==> config.mk <==
export PLATFORM = sky130hd
export DESIGN_NAME = auth_ctrl
export DESIGN_NICKNAME = d
export VERILOG_FILES = /design/src/rtl/auth_ctrl.sv
export SDC_FILE = /design/constraint.sdc
export NUM_CORES = 1
export LEC_CHECK = 0
export ABC_AREA = 1
export CAP_MARGIN = 20
export CORE_MARGIN = 1
export CORE_UTILIZATION = 52
export CTS_CLUSTER_DIAMETER = 30
export CTS_CLUSTER_SIZE = 16
export DETAILED_ROUTE_END_ITERATION = 8
export GPL_TIMING_DRIVEN = 0
export HOLD_SLACK_MARGIN = 0.1
export PLACE_DENSITY = 0.72
export SYNTH_ARGS = -nofsm -noshare
export SYNTH_HDL_FRONTEND = slang
export SYNTH_SLANG_ARGS = --single-unit
==> constraint.sdc <==
create_clock -name clk -period 2.2 [get_ports clk]
set_input_delay 0.22 -clock clk [delete_from_list [all_inputs] [get_ports clk]]
set_output_delay 0.22 -clock clk [all_outputs]
set_load 0.005 [all_outputs]
Run 1, clock distribution:
Scale: 6 px per µm.
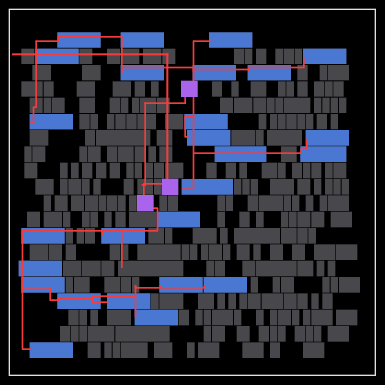
[clock-net drivers] purple | count: 3
[flip-flops] blue | count: 26
[clock wires] red | length: 306 µm
routed clock nets	4
clk pwr: 0.330 mW
clk_lat worst skew: 0.33 ns
clock share of power: 36.3%

Run 1, met3 routing:
Scale: 8 px per µm.
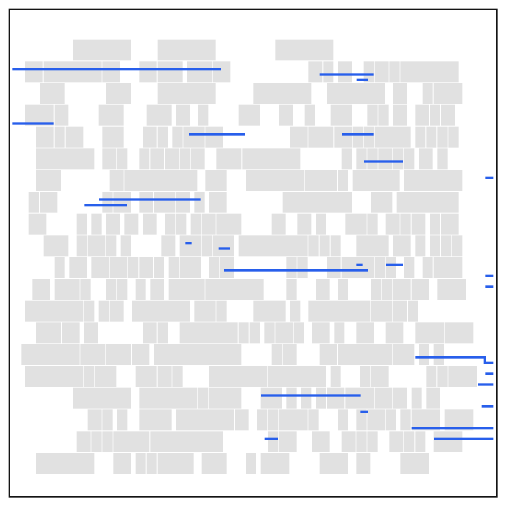
share of all routed wire	3.5%
nets with wire on the layer	21
main direction	horizontal
longest straight run	25.8 µm
wire length on this layer	139 µm
vias post-DR: 1720
met3 global-route usage: 2.99%
final WL: 3960 µm

Run 1, congestion heat map:
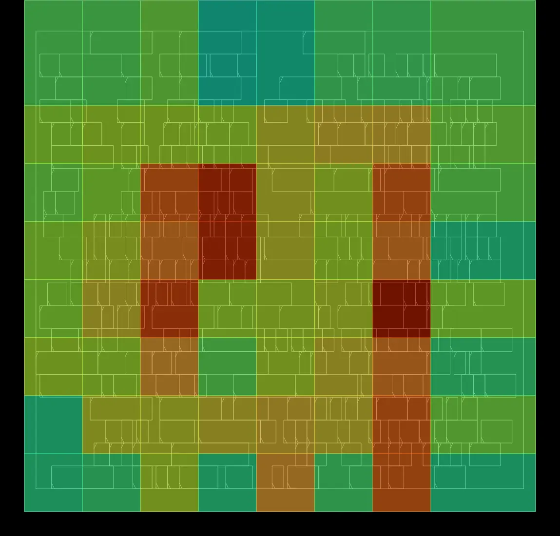
global routing's busiest layer: met2
wire per inst: 11.9 µm
met2 Use GR: 37.8%
Final Core Density: 68.8%
met1 Usage GRT: 28.8%

==> results_dict.tcl, run 1 <==
# metrics dict for downstream scripts
set metrics [dict create \
    outcome "completed" \
    synth-compound-area-share_pct 15.0 \
    synth-xor-area-share_pct 2.44 \
    comb_cells 200 \
    fin_ws_ns 0.0603 \
    yosysTopAreaCellShare_pct 29.0 \
    hold_class "primary input to flop" \
    grt_pass1_wl_um 6130 \
    dominant-cell-class "combinational gates" \
    synth-adder-area-share_pct 3.48 \
    logic_family "simple AND/OR/NAND/NOR gates" \
    yosys_warnings 0 \
    p_sw_share_pct 22.8 \
    grtUsageTotal_pct 22.2 \
    ys.flop_type "dfxtp_1" \
    internal_power_mw 0.703 \
    vias_per_cell 5.17 \
    post_cts_buffers 2 \
    reg2reg_depth 14 \
    io_pins 16 \
    p_leak_nw 0.840 \
    cts_tree "yes" \
    seq_share_pct 24.4 \
    globalplace.congestion 0.882 \
    seq_power_share_pct 52.9 \
    final_cell_area_um2 2170 \
    drive_gt1_share_pct 22.5 \
    edf_count 0 \
    reg2reg_slack_ns 0.11 \
    period_needed_ns 2.14 \
    synthesis.area_um2 1800 \
    dp.cells 321 \
    final_cell_mix "nand2_1 (61), inv_1 (26), dfxtp_1 (23)" \
    top_cells_by_count "nand2_1 (64), inv_1 (27), dfxtp_1 (26), nand3_1 (20), nor2_1 (20)" \
    drc 0 \
    hold_buffers 0 \
    cellPowerDensity_nw_per_um2 420 \
    first_iter_violations 86 \
    numCtsBuffers 3 \
    hold_ws_ns 0.256 \
    synth_cells 263 \
    largest_reg_flops 13 \
    top_layer "met4" \
    synth-seq-cells 26 \
    synth.avg_cell_area_um2 6.83 \
    nNonClkInverters 32 \
    vdd_drop_max_mv 0.437 \
    crit_cells 4 \
    nClkBuffers 3 \
    cp.arrival_ns 1.92 \
    synthMuxAreaShare_pct 0 \
    worstSetupStartpointType "flop" \
    hpwlAfterDp_um 2900 \
    critPathSlowestCell "clkdlybuf4s50_1" \
    endpoint_kind "primary output" \
    setup_viol_count_final 0 \
    yosys.area.top_type "dfxtp_1" \
    grt-ovfl-total 0 \
    maxSlewViolCount 0 \
    clockBufferDepth 2 \
    yosysChipArea_um2 1800 \
    maxSlewHeadroom_pct 54.7 \
    antenna_cells 0 \
    top_cell "nand2_1" \
    ys_seq_share_pct 29.0 \
    fin_total_pwr_mw 0.911 \
    antenna_found_initial 0 \
    synthArstFlopShare_pct 0 \
    drt_pass1_iterations 5 \
    comb_power_mw 0.0988 \
    nets 307 \
    wl_met3_um 138 \
    ant_nets 0 \
    max_freq_mhz 467 \
    place_area_um2 1990 \
    num-fill-cells 300 \
    mi_logic_area_um2 1150 \
    synth_nets 280 \
    fp-row-count 20 \
    fin_crit_sh_pct 97.3 \
    buffer_area_share_pct 11.8 \
    place_ws_ns -0.0790 \
    warnings 28 \
    top_power_group "registers" \
    critPathRequiredTime_ns 1.98 \
]
==> inputs of run 2 (changes only) <==
CTS_CLUSTER_DIAMETER = default   (was 30)
CTS_CLUSTER_SIZE = 25   (was 16)
SKIP_CTS_REPAIR_TIMING = 1   (was default)
==> run 2 against run 1 <==
Effect of this change:
- sequential cell count is the same
- combinational power grew 0.6%
- largest cell class unchanged
- register-to-register slack is essentially flat
- clock-buffer cell count is the same
==> results_dict.tcl, run 2 <==
# metrics dict for downstream scripts
set metrics [dict create \
    reg2reg_slack_ns 0.11 \
    p_sw_share_pct 22.8 \
    topCellsByArea "dfxtp_1 (29%), nand2_1 (13%), inv_1 (5.6%)" \
    ys_seq_share_pct 29.0 \
    use_met1_pct 29.4 \
    buffer_area_share_pct 11.4 \
    top_cells_by_count "nand2_1 (64), inv_1 (27), dfxtp_1 (26), nand3_1 (20), nor2_1 (20)" \
    top_power_group "registers" \
    wl_met3_um 103 \
    fin_ws_ns 0.105 \
    place_ws_ns -0.0790 \
    top_layer "met4" \
    yosys.area.top_type "dfxtp_1" \
    wl_per_cell_um 11.9 \
    grtUsageTotal_pct 22.0 \
    comb_cells 200 \
    edf_count 0 \
    yosysTopAreaCellShare_pct 29.0 \
    reg2reg_depth 14 \
    endpoint_kind "primary output" \
    drt_pass1_iterations 4 \
    final-clk-cell-share_pct 2.43 \
    critPathSlowestCell "clkdlybuf4s50_1" \
    dominant-cell-class "combinational gates" \
    taps 44 \
    ys.flop_type "dfxtp_1" \
    cp.arrival_ns 1.87 \
    maxSlewViolCount 0 \
    first_iter_violations 80 \
    fin_crit_sh_pct 95.2 \
    top_usage_layer "met2" \
    max_freq_mhz 477 \
    p_leak_nw 0.832 \
    cts.sinks 26 \
    place_area_um2 1990 \
    maxSlewHeadroom_pct 54.7 \
    pwr-share-clk_pct 36.2 \
    mi_logic_area_um2 1160 \
    max_cap_viol_count 0 \
    synthesis.area_um2 1800 \
    grt_pass1_wl_um 6080 \
    synth.avg_cell_area_um2 6.83 \
    internal_power_mw 0.704 \
    final_cell_mix "nand2_1 (61), inv_1 (26), dfxtp_1 (23)" \
    numCtsBuffers 3 \
    setup_viol_count_final 0 \
    fp-row-count 20 \
    final_cell_area_um2 2160 \
    worstSetupStartpointType "flop" \
    yosysChipArea_um2 1800 \
    nets 306 \
    hpwlAfterDp_um 2900 \
    hold_ws_ns 0.255 \
    comb_share_pct 53.5 \
    clockBufferDepth 2 \
    dp.cells 321 \
    synth_nets 280 \
    antenna_found_initial 0 \
    logic_family "simple AND/OR/NAND/NOR gates" \
    comb_power_mw 0.0994 \
    die-width_um 60.8 \
    period_needed_ns 2.09 \
    vias_per_cell 5.14 \
    top_cell "nand2_1" \
    io_pins 16 \
    hold_class "primary input to flop" \
    grt-ovfl-total 0 \
    num-fill-cells 301 \
    seq_power_share_pct 52.9 \
    synthMuxAreaShare_pct 0 \
    cts_tree "yes" \
    cellPowerDensity_nw_per_um2 422 \
    antenna_cells 0 \
    fin_total_pwr_mw 0.912 \
    nClkBuffers 3 \
    seq_share_pct 24.4 \
    drc 0 \
    grt_use_met2_pct 38.1 \
    pg_clk_mw 0.330 \
    critPathRequiredTime_ns 1.98 \
    synth_cells 263 \
    drive_gt1_share_pct 22.6 \
    yosys_warnings 0 \
    synth-compound-area-share_pct 15.0 \
    synth-adder-area-share_pct 3.48 \
    clkLatencyLatePin_ns 0.32 \
    largest_reg_flops 13 \
    nNonClkInverters 32 \
    chipArea_um2 3690 \
    warnings 28 \
    crit_cells 4 \
    ant_nets 0 \
    synth-seq-cells 26 \
    outcome "completed" \
    synthArstFlopShare_pct 0 \
]
Run 2, met3 routing:
Scale: 8 px per µm.
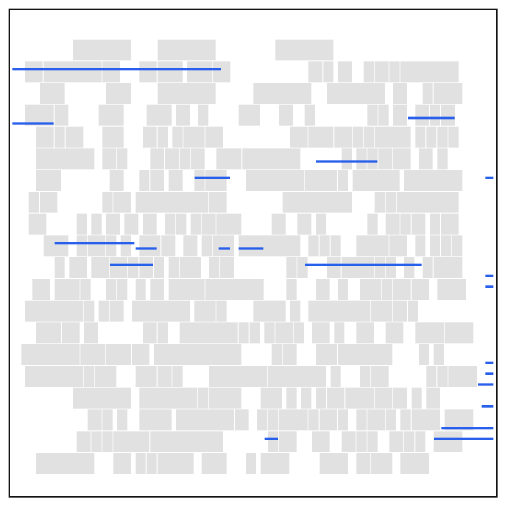
wire length on this layer	104 µm
nets with wire on the layer	20
main direction	horizontal
final WL: 3940 µm
vias post-DR: 1705
met3 global-route usage: 2.56%

Run 2, cell area per tile:
Scale: 6 px per µm. The die is cut into 6 by 6 equal tiles; dark blue is low, red is high, 0 to 100% covered.
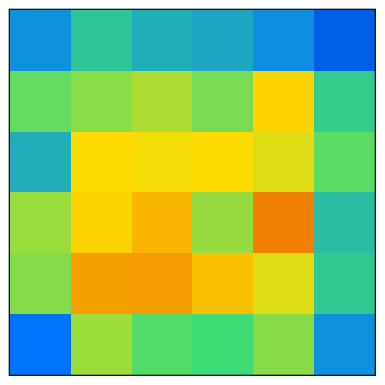
tiles over 75% full	22%
densest ninth of the die	middle
fullest tile	85%
mean over tiles	57%
Final Core Density: 68.5%
core area: 3150 µm²
initial core utilization: 56.9%

Power is estimated from default activity; no workload was simulated.
